### Power grid, run 1

Pins as bars on the die edge. Tap cells in gray.
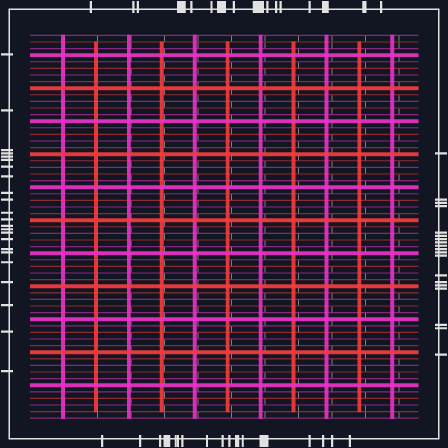
### Sequential cells grouped by signal name, run 1

Other sequential cells in the stronger gray, the rest of the logic in the fainter gray.
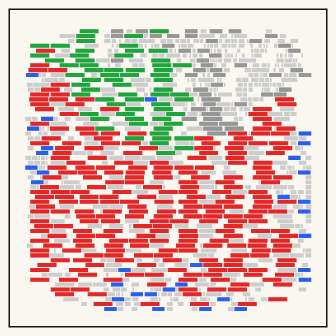
### Routing congestion map, run 1

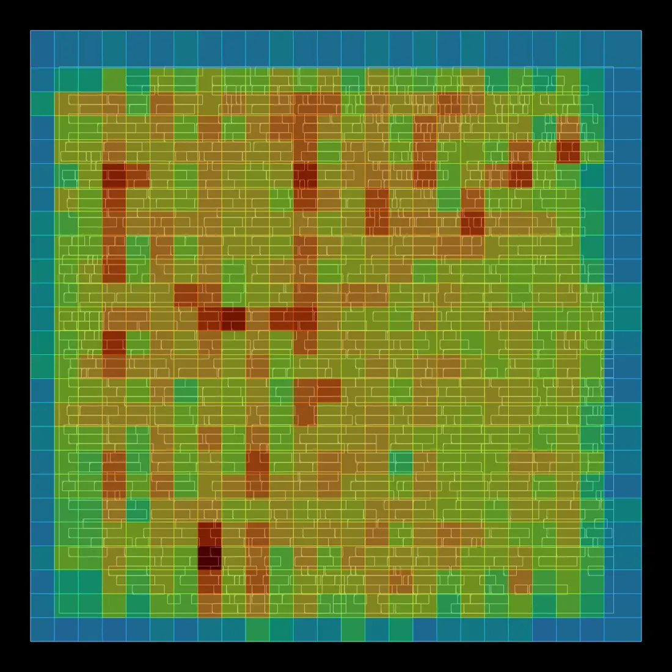
$ cat src/rtl/ulpb_tx_queue_pkg.sv
// ulpb_tx_queue_pkg: shared ULPB definitions (ADDR_WIDTH/DATA_WIDTH macros, TX queue FSM states, retry limit)
`ifndef ADDR_WIDTH
`define ADDR_WIDTH 8
`endif
`ifndef DATA_WIDTH
`define DATA_WIDTH 32
`endif
package ulpb_tx_queue_pkg;
  typedef enum logic [2:0] {TXQ_IDLE, TXQ_REQ, TXQ_REL, TXQ_RESP, TXQ_RACK} txq_state_t;
  localparam int RETRY_LIMIT = 3;
endpackage

$ cat src/rtl/ulpb_sync2.sv
// ulpb_sync2: two-flop synchronizer with synchronous active-high reset
module ulpb_sync2 (
  input  logic clk,
  input  logic rst,
  input  logic d,
  output logic q
);
  logic m;
  always_ff @(posedge clk) begin
    if (rst) {q, m} <= 2'b00;
    else {q, m} <= {m, d};
  end
endmodule

$ cat src/rtl/ulpb_tx_queue.sv
// ulpb_tx_queue: message queue feeding the ULPB node TX handshake, reporting per-message verdicts.
// Define ULPB_TXQ_RETRY_EN to retransmit failed messages up to three times before reporting failure.
`ifndef ADDR_WIDTH
`define ADDR_WIDTH 8
`endif
`ifndef DATA_WIDTH
`define DATA_WIDTH 32
`endif
module ulpb_tx_queue
  import ulpb_tx_queue_pkg::*;
#(
  parameter int DEPTH      = 8,
  parameter int ADDR_WIDTH = `ADDR_WIDTH,
  parameter int DATA_WIDTH = `DATA_WIDTH
) (
  input  logic                  CLK,
  input  logic                  RESET,
  input  logic                  WR_VALID,
  output logic                  WR_READY,
  input  logic [ADDR_WIDTH-1:0] WR_ADDR,
  input  logic [DATA_WIDTH-1:0] WR_DATA,
  input  logic                  WR_LAST,
  output logic                  MSG_DONE,
  output logic                  MSG_FAIL,
  output logic                  OVF_ERR,
  output logic [ADDR_WIDTH-1:0] TX_ADDR,
  output logic [DATA_WIDTH-1:0] TX_DATA,
  output logic                  TX_PEND,
  output logic                  TX_REQ,
  input  logic                  TX_ACK,
  input  logic                  TX_SUCC,
  input  logic                  TX_FAIL,
  output logic                  TX_RESP_ACK
);
  localparam int AW = $clog2(DEPTH);
  localparam logic [AW:0] PTR_ONE = 1;
  logic [ADDR_WIDTH-1:0] mem_addr [DEPTH];
  logic [DATA_WIDTH-1:0] mem_data [DEPTH];
  logic                  mem_last [DEPTH];
  logic [AW:0] wr_ptr, rd_ptr, cmt_ptr, msg_cnt;
  logic [AW-1:0] rd_idx;
  logic drop, fail_q, ack_s, succ_s, fail_s;
  logic full, wr_fire, ovf, load, resp_clr, rack_exit, retry, commit;
  txq_state_t state, state_nx;
  ulpb_sync2 u_sync_ack  (.clk(CLK), .rst(RESET), .d(TX_ACK),  .q(ack_s));
  ulpb_sync2 u_sync_succ (.clk(CLK), .rst(RESET), .d(TX_SUCC), .q(succ_s));
  ulpb_sync2 u_sync_fail (.clk(CLK), .rst(RESET), .d(TX_FAIL), .q(fail_s));
  // the in-flight message keeps its entries until commit, so occupancy is measured from cmt_ptr
  assign full      = (wr_ptr[AW] != cmt_ptr[AW]) && (wr_ptr[AW-1:0] == cmt_ptr[AW-1:0]);
  assign WR_READY  = ~RESET & ~full;
  assign wr_fire   = WR_VALID & WR_READY;
  assign ovf       = full & (msg_cnt == '0) & ~drop;
  assign rd_idx    = rd_ptr[AW-1:0];
  assign resp_clr  = ~succ_s & ~fail_s;
  assign rack_exit = (state == TXQ_RACK) & resp_clr & ~RESET;
  assign commit    = rack_exit & ~retry;
  assign MSG_DONE  = commit;
  assign MSG_FAIL  = commit & fail_q;
  assign TX_REQ      = state == TXQ_REQ;
  assign TX_RESP_ACK = state == TXQ_RACK;
`ifdef ULPB_TXQ_RETRY_EN
  logic [1:0] retry_cnt;
  assign retry = fail_q & (retry_cnt != 2'(RETRY_LIMIT));
  always_ff @(posedge CLK) begin
    if (RESET || commit) retry_cnt <= '0;
    else if (rack_exit) retry_cnt <= retry_cnt + 2'd1;
  end
`else
  assign retry = 1'b0;
`endif
  always_comb begin
    state_nx = state;
    case (state)
      TXQ_IDLE: if (msg_cnt != '0) state_nx = TXQ_REQ;
      TXQ_REQ:  if (ack_s) state_nx = TXQ_REL;
      TXQ_REL:  if (!ack_s) state_nx = TX_PEND ? TXQ_REQ : TXQ_RESP;
      TXQ_RESP: if (succ_s | fail_s) state_nx = TXQ_RACK;
      TXQ_RACK: if (resp_clr) state_nx = TXQ_IDLE;
      default:  state_nx = TXQ_IDLE;
    endcase
  end
  assign load = (state == TXQ_IDLE || state == TXQ_REL) && state_nx == TXQ_REQ;
  always_ff @(posedge CLK) begin
    if (wr_fire && !drop) begin
      mem_addr[wr_ptr[AW-1:0]] <= WR_ADDR;
      mem_data[wr_ptr[AW-1:0]] <= WR_DATA;
      mem_last[wr_ptr[AW-1:0]] <= WR_LAST;
    end
  end
  always_ff @(posedge CLK) begin
    if (RESET) begin
      state   <= TXQ_IDLE;
      wr_ptr  <= '0;
      rd_ptr  <= '0;
      cmt_ptr <= '0;
      msg_cnt <= '0;
      drop    <= 1'b0;
      fail_q  <= 1'b0;
      OVF_ERR <= 1'b0;
      TX_ADDR <= '0;
      TX_DATA <= '0;
      TX_PEND <= 1'b0;
    end else begin
      state   <= state_nx;
      OVF_ERR <= ovf;
      if (ovf) begin
        wr_ptr <= cmt_ptr;
        drop   <= 1'b1;
      end else if (wr_fire) begin
        if (drop) drop <= ~WR_LAST;
        else wr_ptr <= wr_ptr + PTR_ONE;
      end
      msg_cnt <= msg_cnt + {{AW{1'b0}}, wr_fire & WR_LAST & ~drop} - {{AW{1'b0}}, commit};
      // the address of a message is taken from its first word only
      if (load && state == TXQ_IDLE) TX_ADDR <= mem_addr[rd_idx];
      if (load) begin
        TX_DATA <= mem_data[rd_idx];
        TX_PEND <= ~mem_last[rd_idx];
      end
      if (state == TXQ_REQ && ack_s) rd_ptr <= rd_ptr + PTR_ONE;
      else if (rack_exit && retry) rd_ptr <= cmt_ptr;
      if (state == TXQ_RESP && (succ_s || fail_s)) fail_q <= fail_s;
      if (commit) cmt_ptr <= rd_ptr;
    end
  end
endmodule

$ cat config.mk
export PLATFORM = sky130hd
export DESIGN_NAME = ulpb_tx_queue
export DESIGN_NICKNAME = d
export VERILOG_FILES = /design/src/rtl/ulpb_tx_queue_pkg.sv /design/src/rtl/ulpb_sync2.sv /design/src/rtl/ulpb_tx_queue.sv
export SDC_FILE = /design/constraint.sdc
export NUM_CORES = 1
export LEC_CHECK = 0
export ABC_CLOCK_PERIOD_IN_PS = 7350
export CAP_MARGIN = 15
export CORE_MARGIN = 8
export CORE_UTILIZATION = 59
export DETAILED_ROUTE_END_ITERATION = 6
export PLACE_DENSITY_LB_ADDON = 0.12
export SLEW_MARGIN = 20
export SYNTH_ARGS = -nofsm -noshare
export SYNTH_HDL_FRONTEND = slang
export SYNTH_SLANG_ARGS = --single-unit
$ cat constraint.sdc
create_clock -name CLK -period 7.35 [get_ports CLK]
set_clock_uncertainty 0.2 [all_clocks]
set_input_delay 1.1025 -clock CLK [delete_from_list [all_inputs] [get_ports CLK]]
set_output_delay 1.1025 -clock CLK [all_outputs]
set_load 0.005 [all_outputs]
==> Changelog: implementation, run 1 <==
### Implementation results

- Outcome: finished, final reports clean
- Final Setup Violations: 0
- Worst relative slew slack: a little under two fifths
- # rows: around 58
- Clock share of power: just over 40%
- Largest net degree at the start of global routing: around 66
- Met3 Wirelength: between 1000 and 1500 um
- Area leader, netlist: edfxtp_1
- FF-to-FF Start: rd_ptr[0]
- Total negative slack: 0 ns
- Worst Hold Class: register to register
- Non-Filler Instances: between 1k and 1.5k
- First-pass GRT wire length: between 40000 and 50000 um
- Cell count after synthesis: about 770
- Detailed-router iteration count before antenna repair: 4
- Synthesized Nets: around 830
- Overflow after GRT: 0
- Metal-1 WL: about 12000 um
- Final Hold Vio Count: 0
- Cell internal pwr: roughly 4 mW
- Final Slew Violations: 0
- Fmax: roughly 250 MHz
- Worst setup SP type: register
- Sequential element share of the synthesized area: between 70 and 80%
- Clock Path Buffers: 3
- Sequential power share: 51.8%
- Cell chain of the critical path: nor3b_2 > nand2_1 > nor2_1 > and2_1 > clkdlybuf4s50_1
- Hold endpoint: u_sync_ack.q
- Hold WS: 0.257 ns
- CP Max Fanout: 8
- Synth Flop Type: edfxtp_1
- CTS HTree Levels: 2
- Vias per Instance: around 5.9
- Ys Warns: 0
- DP Wirelength: around 16000 um
- Setup CP Type: register to output pin
- Cells in synth_stat.txt: just under 800
- # DRC: 0
- Initial antenna violation count: 1
- Hold_buf cts: 0
- Setup WS post-layout: approximately 3.3 ns
- Antenna cell count: 0
- Syn avg cell area: approximately 20 sq um
- Clk slew on worst S/H paths: roughly 0.060 ns
- Crit-path max cell delay: ~0.53 ns
- Max Cap Violations: 0
- Init Core Util: roughly three fifths
- Gr usage total: 18.4%
- Clk_lat worst skew: about 0.52 ns
- Switching part of the total power: between 20% and 30%
- CP Capture Type: output pin
- Static Leak: roughly 5.5 nW
- Top delay family on crit path: simple AND/OR/NAND/NOR gates
- Fin crit share: a little over half
- Count leader, synth: edfxtp_1
- IO buf count: 93
- Post-CTS Setup Inserts: 0
- Met2 Wirelength: around 14000 um
- CTS tree: yes
- CP max stage cell: dfxtp_1
- Post-cts resize count: 0
- PD cells: between 200 and 300 nW/um^2
- Number of synthesized flops with an enable pin: 328
- Area growth, synth to finish: 17.2%
- Vias: roughly 7.3k
- TritonCTS Buffers: about 40
- Worst Hold Depth: 1
- Worst Reg2Reg Path Length in Cells: 4
Notes on 'Power grid' above:
legend:
  red:
    net: VDD
  magenta:
    net: VSS
met1 rails: 59
rows: 58
met4 straps: 11
signal pins: 94
die y size: 176 um
Die X-Extent: 176 um

Notes on 'Sequential cells grouped by signal name' above:
legend:
  red:
    name_in_the_netlist: mem_data
    flops: 256
  green:
    name_in_the_netlist: mem_addr
    flops: 64
  blue:
    name_in_the_netlist: TX_DATA
    flops: 32
not colored: 48
Seq group: 2.56 mW
flop share of the area: 63.5%

Notes on 'Routing congestion map' above:
GR Util met2: 31.2%
met3 usage: 3.57%
met1 Use GR: 24.3%
Final Util: 70.5%
busiest grt layer: met2

==> run 1: registers in the layout, indices dropped and copies added (netlist names), 3 cells and up, named ones only <==
register / cells
mem_last: 8
TX_DATA: 32
msg_cnt: 4
rd_ptr: 4
wr_ptr: 4
mem_data: 256
cmt_ptr: 4
state: 3
TX_ADDR: 8
mem_addr: 64
==> run 1: placed cells by master, fill, tap and decap left out, drive strengths merged, types with 6 or more instances in the layout <==
master / Yosys / routed
a211oi: 41 / 41
mux4: 82 / 82
clkbuf: 10 / 56
a21oi: 9 / 9
nor2b: 9 / 9
clkdlybuf4s50: 0 / 92
dfxtp: 72 / 72
mux2i: 44 / 44
nor2: 64 / 64
inv: 9 / 9
clkinv: 0 / 15
ha: 7 / 7
nand2: 13 / 13
xor2: 6 / 6
edfxtp: 328 / 328
buf: 34 / 14
==> run 1: kinds of logic after synthesis <==
| group | share of synthesized area, % |
|---|---|
| flip-flops | 74.4 |
| multiplexers | 15.1 |
| AND/OR/NAND/NOR | 3.73 |
| adder cells (fa/ha/maj) | 0.709 |
| AND-OR/OR-AND | 3.68 |
| XOR/XNOR | 0.577 |
| buffers and inverters | 1.83 |
==> run 1: power groups by stage <==
| stage | Sequential (mW) | Clock [mW] | Combinational, mW |
|---|---|---|---|
| after detailed placement | 2.61 | 0 | 0.371 |
| after floorplan | 2.60 | 0 | 0.198 |
| after CTS | 2.57 | 2.05 | 0.374 |
| final | 2.56 | 2.02 | 0.367 |
| after global routing | 2.57 | 2.14 | 0.397 |
| after global placement | 2.61 | 0 | 0.361 |
==> run 1: area by class of cell <==
class | count | area, sq um
fill | 1541 | 7460
clock inverter | 18 | 168
tap | 330 | 413
multi-input combinational | 320 | 3670
sequential | 400 | 11300
clock buffer | 56 | 1170
timing repair buffer | 106 | 1030
inverter | 9 | 33.8
### Clock distribution, run 1

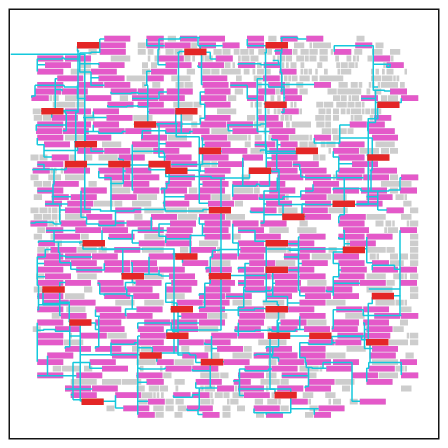

==> run 2: changes to the inputs <==
- ABC_CLOCK_PERIOD_IN_PS: 7350 -> 3950
- clock period: 7.35 -> 3.95 ns (I/O delays scaled with it)
### Clock distribution, run 2

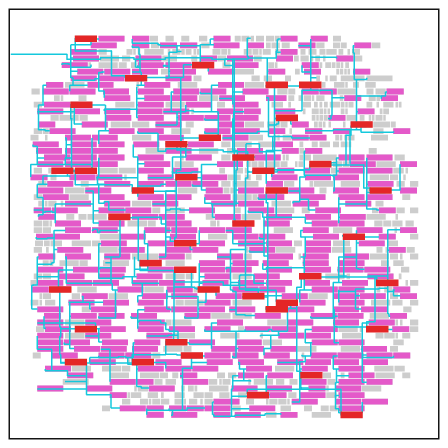
legend:
  magenta:
    item: flip-flops
    count: 400
  red:
    item: cells driving clock nets
    count: 41
  cyan:
    item: clock wires
    length: 4250 um
flops lie: spread over the die

### Cell classes on the final placement, run 2

Scale bar: 50 um.
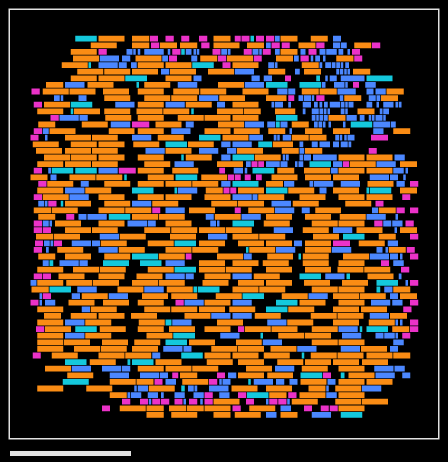
legend:
  orange:
    class: flip-flops
    cells: 400
    share_of_their_area: 65%
  blue:
    class: all other logic
    cells: 329
    share_of_their_area: 21%
  cyan:
    class: clock drivers and dummy loads
    cells: 75
    share_of_their_area: 7.6%
  magenta:
    class: other buffers and delay cells
    cells: 114
    share_of_their_area: 6.5%

### Sequential cells grouped by signal name, run 2

Other sequential cells in the stronger gray, the rest of the logic in the fainter gray.
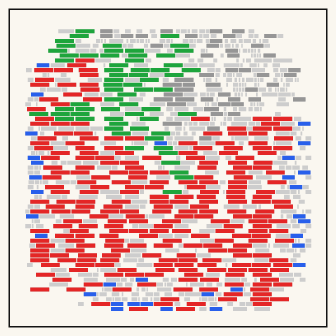
legend:
  red:
    name_in_the_netlist: mem_data
    flops: 256
  green:
    name_in_the_netlist: mem_addr
    flops: 64
  blue:
    name_in_the_netlist: TX_DATA
    flops: 32
not colored: 48
flop share of the area: 63.1%
Final Util: 70.9%
Seq group: 4.77 mW
FF/Latch Area: 11300 sq um

==> run 2 against run 1 <==
  * Clock power rose by 88%
  * Count of clock-buffer cells in the layout fell by 7
  * Global-route usage rose by 0.43 points
  * Synthesized cell count did not move
  * Setup slack got worse by 2.9 ns
  * Critical path type unchanged
==> Changelog: implementation, run 2 <==
### Implementation results

- DP Wirelength: 16800 um (+7.7%)
- Max Cap Violations: 0 (unchanged)
- Final GP Congestion: 0.798
- Largest net degree at the start of global routing: 66 (unchanged)
- TritonCTS Buffers: 41 (+2.5%)
- Worst Hold Class: register to register
- Vias per Instance: 5.88 (about the same)
- CTS HTree Levels: 2 (unchanged)
- Clk_lat worst skew: 0.53 ns (about the same)
- Cell count after synthesis: 773 (unchanged)
- Init Core Util: 60.1% (unchanged)
- Async SR Flop Fraction: 0%
- Synth Flop Type: edfxtp_1
- Overflow after GRT: 0 (unchanged)
- Final ANT Viol Nets: 0
- Area leader, netlist: edfxtp_1
- Die y size: 176 um (unchanged)
- Cells in synth_stat.txt: 773 (unchanged)
- Total negative slack: 0 ns (unchanged)
- Max reg flops: 256 (unchanged)
- Number of synthesized flops with an enable pin: 328 (unchanged)
- IO buf count: 93 (unchanged)
- Sequential element share of the synthesized area: 74.4% (unchanged)
- Final Setup Violations: 0 (unchanged)
- Initial antenna violation count: 1 (unchanged)
- Clock Path Buffers: 3 (unchanged)
- Detailed-router iteration count before antenna repair: 4 (unchanged)
- Fmax: approximately 290 MHz
- Most frequent logic cells in the routed design: edfxtp_1 (328), clkdlybuf4s50_1 (92), mux4_2 (82), dfxtp_1 (69), nor2_1 (58)
- Die Size: 31100 sq um
- Pre-CTS setup slack: roughly 0.65 ns
- Vias: 7340 (+0.82%)
- Worst setup SP type: register
- First-pass GRT wire length: 45400 um (+2.5%)
- # DRC: 0 (unchanged)
- Die X-Extent: 176 um (unchanged)
- Synthesized Nets: 828 (unchanged)
- PD cells: 517 nW/um^2 (+86%)
- Area growth, synth to finish: 18.0%
- Met1 Use GR: 24.0% (-0.35 points)
- CP Capture Type: output pin
- Final Hold Vio Count: 0 (unchanged)
- Post-CTS Setup Inserts: 0 (unchanged)
- # rows: 58 (unchanged)
- Clk slew on worst S/H paths: 0.06 ns (about the same)
- Non-Filler Instances: 1248 (+0.73%)
- Busiest grt layer: met2
- Fin crit share: 87.7%
- Post-cts resize count: 0 (unchanged)
- Antenna cell count: 0 (unchanged)
- Dominant logic cell type in the layout: edfxtp_1
- Count leader, synth: edfxtp_1
- Ys Warns: 0 (unchanged)
- Iteration-0 DRC Markers: around 450
- Final Slew Violations: 0 (unchanged)
- Worst relative slew slack: 31.8% (-4.9 points)
- CTS tree: yes
- Outcome: finished, final reports clean
- Met3 usage: 3.46% (-0.11 points)
- Setup WS post-layout: 0.488 ns (-2.85 ns)
- Filler instances: 1568 (+1.8%)
- Hold WS: 0.243 ns (-0.0136 ns)
- Static Leak: 5.55 nW (+0.73%)
- CP Max Fanout: 8 (unchanged)
- Setup CP Type: register to output pin
- Syn avg cell area: 19.6 sq um (unchanged)
- Hold_buf cts: 0 (unchanged)
- GR Util met2: 33.2% (+2.0 points)
## run 2: cell counts after synthesis
Identical to the previous run, type by type.
## run 2: cell families (layout without fill, tap and decap cells)
logic type,after synthesis,after routing,synth area share [%]
AND/OR/NAND/NOR,115,115,3.73
buffers and inverters,53,198,1.83
XOR/XNOR,10,10,0.577
adder cells (fa/ha/maj),8,8,0.709
AND-OR/OR-AND,61,61,3.68
multiplexers,126,126,15.1
flip-flops,400,400,74.4
## run 2: worst paths after layout
| check | endpoint | slack [ns] | cells after the start | startpoint |
|---|---|---|---|---|
| worst max-delay path | MSG_FAIL | 0.49 | 5 | state[2] |
| worst min-delay path | u_sync_succ.q | 0.24 | 1 | u_sync_succ.m |
| worst max register to register | msg_cnt[1] | 0.88 | 9 | wr_ptr[1] |
| worst min register to register | u_sync_succ.q | 0.24 | 1 | u_sync_succ.m |
## run 2: metal layers
layer / wire (um) / vias to the layer above
li1: - / 3320
met1: 12000 / 3774
met2: 15000 / 199
met3: 1410 / 45
met4: 490 / 2
met5: 13 / -
## run 2: final cells by class
cell class | count | area, sq um | area share, %
sequential | 400 | 11300 | 63.1
multi-input combinational | 320 | 3690 | 20.6
clock inverter | 26 | 258 | 1.44
timing repair buffer | 114 | 1140 | 6.34
inverter | 9 | 33.8 | 0.189
clock buffer | 49 | 1080 | 6.02
tap | 330 | 413 | 2.31
## run 2: critical path, stage by stage (launching register included)
cell and delay [ns]:
dfxtp_1 0.53, nor3b_2 0.46, nand2_1 0.21, nor2_1 0.29, and2_1 0.18, clkdlybuf4s50_1 0.50
## run 2: power breakdown
group / internal [mW] / switching, mW
Combinational: 0.355 / 0.342
Sequential: 4.69 / 0.0754
Clock: 2.27 / 1.51
Total: 7.32 / 1.93
No activity file was given, so power comes from the tool's default toggle rates.
